$ cat config.mk
export PLATFORM = sky130hd
export DESIGN_NAME = pc_unit
export DESIGN_NICKNAME = d
export VERILOG_FILES = /design/src/rtl/cpu_pkg.sv /design/src/rtl/ras_stack.sv /design/src/rtl/pc_unit.sv
export SDC_FILE = /design/constraint.sdc
export NUM_CORES = 1
export LEC_CHECK = 0
export CELL_PAD_IN_SITES_DETAIL_PLACEMENT = 0
export CELL_PAD_IN_SITES_GLOBAL_PLACEMENT = 1
export CORE_MARGIN = 3
export CORE_UTILIZATION = 47
export DETAILED_ROUTE_END_ITERATION = 12
export PLACE_DENSITY = 0.94
export SLEW_MARGIN = 15
export SYNTH_ARGS = -nofsm -noshare
export SYNTH_HDL_FRONTEND = slang
export SYNTH_HIERARCHICAL = 1
export SYNTH_SLANG_ARGS = --single-unit
$ cat constraint.sdc
create_clock -name Clk -period 4.2 [get_ports Clk]
set_clock_uncertainty 0.2 [all_clocks]
set_input_delay 0.42 -clock Clk [delete_from_list [all_inputs] [get_ports Clk]]
set_output_delay 0.42 -clock Clk [all_outputs]
set_load 0.03 [all_outputs]
$ cat src/rtl/cpu_pkg.sv
// Shared fetch-stage definitions: default PC geometry, reset/trap vectors and
// the next-PC source encoding used by the PC mux and by debug/trace.
package cpu_pkg;

    localparam int          PC_WIDTH_DEF     = 32;
    localparam int          PC_INC_DEF       = 4;
    localparam int          RAS_DEPTH_DEF    = 4;
    localparam logic [31:0] PC_RESET_VEC_DEF = 32'h0000_0000;
    localparam logic [31:0] PC_TRAP_VEC_DEF  = 32'h0000_0100;

    typedef enum logic [2:0] {
        PC_SEQ  = 3'd0,
        PC_BR   = 3'd1,
        PC_JMP  = 3'd2,
        PC_CALL = 3'd3,
        PC_RET  = 3'd4,
        PC_TRAP = 3'd5
    } pc_sel_t;

endpackage

$ cat src/rtl/ras_stack.sv
// Circular return-address stack: push overwrites the oldest entry when full,
// pop on empty leaves state untouched; both error cases raise a one-cycle flag.
module ras_stack #(
    parameter int WIDTH = 32,
    parameter int DEPTH = 4
) (
    input  logic                     clk_i,
    input  logic                     rst_ni,
    input  logic                     push_i,
    input  logic                     pop_i,
    input  logic [WIDTH-1:0]         push_data_i,
    output logic [WIDTH-1:0]         top_o,
    output logic [$clog2(DEPTH):0]   count_o,
    output logic                     empty_o,
    output logic                     overflow_o,
    output logic                     underflow_o
);

    localparam int PW = $clog2(DEPTH);
    localparam int CW = PW + 1;

    logic [WIDTH-1:0] mem_q [DEPTH];
    logic [PW-1:0]    ptr_q, ptr_d;
    logic [CW-1:0]    count_q, count_d;
    logic             ovf_q, ovf_d;
    logic             unf_q, unf_d;
    logic             full_s;
    logic             empty_s;

    assign full_s  = (count_q == CW'(DEPTH));
    assign empty_s = (count_q == {CW{1'b0}});

    // Pointer always addresses the next free slot, so the top sits one below it.
    assign top_o       = mem_q[ptr_q - PW'(1)];
    assign count_o     = count_q;
    assign empty_o     = empty_s;
    assign overflow_o  = ovf_q;
    assign underflow_o = unf_q;

    // Next pointer/count/flag state; pop takes precedence if both are requested.
    always_comb begin
        ptr_d   = ptr_q;
        count_d = count_q;
        ovf_d   = 1'b0;
        unf_d   = 1'b0;
        if (pop_i) begin
            if (empty_s) begin
                unf_d = 1'b1;
            end else begin
                ptr_d   = ptr_q - PW'(1);
                count_d = count_q - CW'(1);
            end
        end else if (push_i) begin
            ptr_d = ptr_q + PW'(1);
            if (full_s) begin
                ovf_d = 1'b1;
            end else begin
                count_d = count_q + CW'(1);
            end
        end else begin
            ptr_d = ptr_q;
        end
    end

    // Control state register.
    always_ff @(posedge clk_i or negedge rst_ni) begin
        if (!rst_ni) begin
            ptr_q   <= {PW{1'b0}};
            count_q <= {CW{1'b0}};
            ovf_q   <= 1'b0;
            unf_q   <= 1'b0;
        end else begin
            ptr_q   <= ptr_d;
            count_q <= count_d;
            ovf_q   <= ovf_d;
            unf_q   <= unf_d;
        end
    end

    // Entry storage; contents are meaningless until pushed, so no reset.
    always_ff @(posedge clk_i) begin
        if (push_i && !pop_i) begin
            mem_q[ptr_q] <= push_data_i;
        end
    end

endmodule

$ cat src/rtl/pc_unit.sv
// Program-counter unit at the head of fetch: priority next-PC selection
// (trap > ret > call > jmp > branch > sequential), stall hold and a return-address stack.
module pc_unit
    import cpu_pkg::*;
#(
    parameter int               WIDTH     = PC_WIDTH_DEF,
    parameter int               INC       = PC_INC_DEF,
    parameter logic [WIDTH-1:0] RESET_VEC = WIDTH'(PC_RESET_VEC_DEF),
    parameter logic [WIDTH-1:0] TRAP_VEC  = WIDTH'(PC_TRAP_VEC_DEF),
    parameter int               RAS_DEPTH = RAS_DEPTH_DEF
) (
    input  logic                         Clk,
    input  logic                         Rst_n,
    input  logic                         Stall,
    input  logic                         Trap,
    input  logic                         Ret,
    input  logic                         Call,
    input  logic                         Jmp,
    input  logic [WIDTH-1:0]             Jmp_target,
    input  logic                         Br_taken,
    input  logic [WIDTH-1:0]             Br_target,
    output logic [WIDTH-1:0]             Pc_out,
    output logic [WIDTH-1:0]             Pc_next,
    output logic [$clog2(RAS_DEPTH):0]   Ras_count,
    output logic                         Ras_overflow,
    output logic                         Ras_underflow
);

    localparam logic [WIDTH-1:0] INC_W      = WIDTH'(INC);
    localparam logic [WIDTH-1:0] ALIGN_MASK = ~(WIDTH'(INC - 1));

    logic [WIDTH-1:0] pc_q, pc_d;
    logic [WIDTH-1:0] pc_inc_s;
    logic [WIDTH-1:0] pc_next_s;
    logic [WIDTH-1:0] ras_top_s;
    pc_sel_t          sel_s;
    logic             hold_s;
    logic             push_s;
    logic             pop_s;
    logic             ras_empty_s;

    assign pc_inc_s = pc_q + INC_W;

    // Priority next-PC mux; evaluated even while stalled so fetch can prefetch.
    always_comb begin
        sel_s     = PC_SEQ;
        pc_next_s = pc_inc_s;
        if (Trap) begin
            sel_s     = PC_TRAP;
            pc_next_s = TRAP_VEC & ALIGN_MASK;
        end else if (Ret) begin
            sel_s = PC_RET;
            if (ras_empty_s) begin
                pc_next_s = pc_inc_s;
            end else begin
                pc_next_s = ras_top_s & ALIGN_MASK;
            end
        end else if (Call) begin
            sel_s     = PC_CALL;
            pc_next_s = Jmp_target & ALIGN_MASK;
        end else if (Jmp) begin
            sel_s     = PC_JMP;
            pc_next_s = Jmp_target & ALIGN_MASK;
        end else if (Br_taken) begin
            sel_s     = PC_BR;
            pc_next_s = Br_target & ALIGN_MASK;
        end else begin
            sel_s     = PC_SEQ;
            pc_next_s = pc_inc_s;
        end
    end

    // Trap breaks through a stall; a trap never selects call/ret, so the RAS stays put.
    assign hold_s = Stall & ~Trap;
    assign push_s = ~hold_s & (sel_s == PC_CALL);
    assign pop_s  = ~hold_s & (sel_s == PC_RET);
    assign pc_d   = hold_s ? pc_q : pc_next_s;

    // Architectural PC register.
    always_ff @(posedge Clk or negedge Rst_n) begin
        if (!Rst_n) begin
            pc_q <= RESET_VEC;
        end else begin
            pc_q <= pc_d;
        end
    end

    ras_stack #(
        .WIDTH (WIDTH),
        .DEPTH (RAS_DEPTH)
    ) u_ras (
        .clk_i       (Clk),
        .rst_ni      (Rst_n),
        .push_i      (push_s),
        .pop_i       (pop_s),
        .push_data_i (pc_inc_s),
        .top_o       (ras_top_s),
        .count_o     (Ras_count),
        .empty_o     (ras_empty_s),
        .overflow_o  (Ras_overflow),
        .underflow_o (Ras_underflow)
    );

    assign Pc_out  = pc_q;
    assign Pc_next = pc_next_s;

endmodule

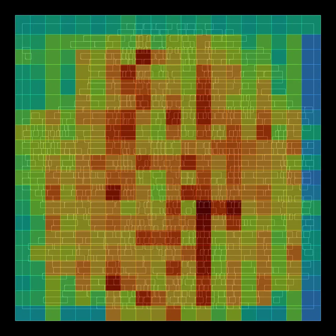
(congestion heat map)
met1 Track Usage GR: 35.35%
busiest grt layer: met2
met3 demand-to-capacity share in global routing: 6.082%

==> design notes <==
The flow ran to the end, and the final reports show no timing, DRC or antenna violations. Counting the warning lines in the Yosys log gives 6. The final layout report lists a non-clock buffer count of 173. OpenSTA lists the critical path startpoint as u_ras/ptr_q[0]$_DFFE_PN0P_. The top power consumer group was combinational cells. Register clock-pin slew on the reported worst setup and hold paths: 0.06 ns. The run gives 10170 um2 for the cell area after placement. Arrival time of the worst setup path: 3.30 ns. The detailed router put a total of 9666 um of wire on met1. Per the layout area report, the combinational fraction of cell area is 32.76%.

The highest clock rate this design can be run at is 0.2554 GHz. With the data required time at the worst endpoint at 3.58 ns, the initial antenna violation count is 1. In this run the worst hold path is classified as input pin to asynchronous set/reset pin.

Setup repair after global routing left no endpoint under its margin. The clock network consumes a total of 1.56 mW. The relative max-transition margin came out at 53.25%. By instance count after routing, the leading logic cell type is edfxtp_1.

The capture point of the worst register-to-register path is recorded as Pc_out[26]$_DFFE_PN0N_. Measured in cells, the most critical reg-to-reg path has a length of 9. The worst register-to-register path begins at u_ras/ptr_q[0]$_DFFE_PN0P_. The layout stage reports a final design area of 10770 um2. TritonCTS built the clock tree. After global routing the overflow that remains totals 0. With the sum of routed wire length over all layers at 24850 um, the clock period minus worst slack is 3.916 ns. The root buffer cell is clkbuf_16. The run gives 0 as the total inserted antenna cells.

The number of global-route vias before repair is 6599, and the leakage power of the design is 4.057 nW. STA classifies the critical path startpoint as a flop. Net switching is 35.09% of the power. The run gives 0 for the post-CTS setup buffer count. The first global-routing pass estimated 38430 um of wire.

For the combinational group, total power comes out at 2.25 mW. Of all the cell area in the finished design, non-clock buffers hold 16.01%. The post-route fraction of the period consumed by the critical path was 93.23%; the critical-path maximum fanout was 31. The most critical hold endpoint after final layout shows a slack of 0.3405 ns. With the share of final-layout standard cells stronger than drive strength 1 at 16.82%, the number of tap cells added at floorplan is 225. The pin closest to its max-slew limit shows a slew of 0.6981 ns. The run gives 4581 um2 for the total area of sequential cells.

The completed layout was analyzed and its total power is 5.950 mW. Per the detail_route log, met3 wirelength is 2471 um. The chip occupies 19550 um2. In this run the power density over the cells is 552.7 nW/um2.
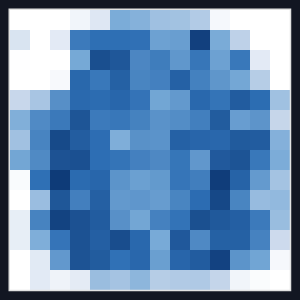
(cell density map)
Scale: 2 px per um. 14 x 14 tiles, from white (low) to dark blue (high), 0 to 100% covered.
10% of the tiles are nearly empty. The mean over all tiles is 54%. 28% of the tiles are over 75% full.
end-of-flow core utilization: 61.82%
starting density of the core: 48.33%
Core Footprint: 17420 um2

==> worst max-delay path, stage by stage (launching register included) <==
cell,delay (ns)
dfrtp_2,0.59
inv_1,0.16
ha_1,0.35
buf_4,0.45
mux4_2,0.31
nand2_1,0.05
o21ai_0,0.18
clkdlybuf4s50_1,0.75
==> registers in the layout (all words and copies together) (netlist names) <==
name,cells
u_ras/count_o,3
Pc_out,32
u_ras/ptr_q,2
u_ras/underflow_o,1
u_ras/overflow_o,1
u_ras/mem_q,120
==> routing by layer <==
layer	GRT usage, %	vias to the layer above
met5	0	-
met4	8.567	2
met3	6.082	53
met2	41.10	357
met1	35.35	3300
li1	-	2978
Power and IR drop assume default switching activity.
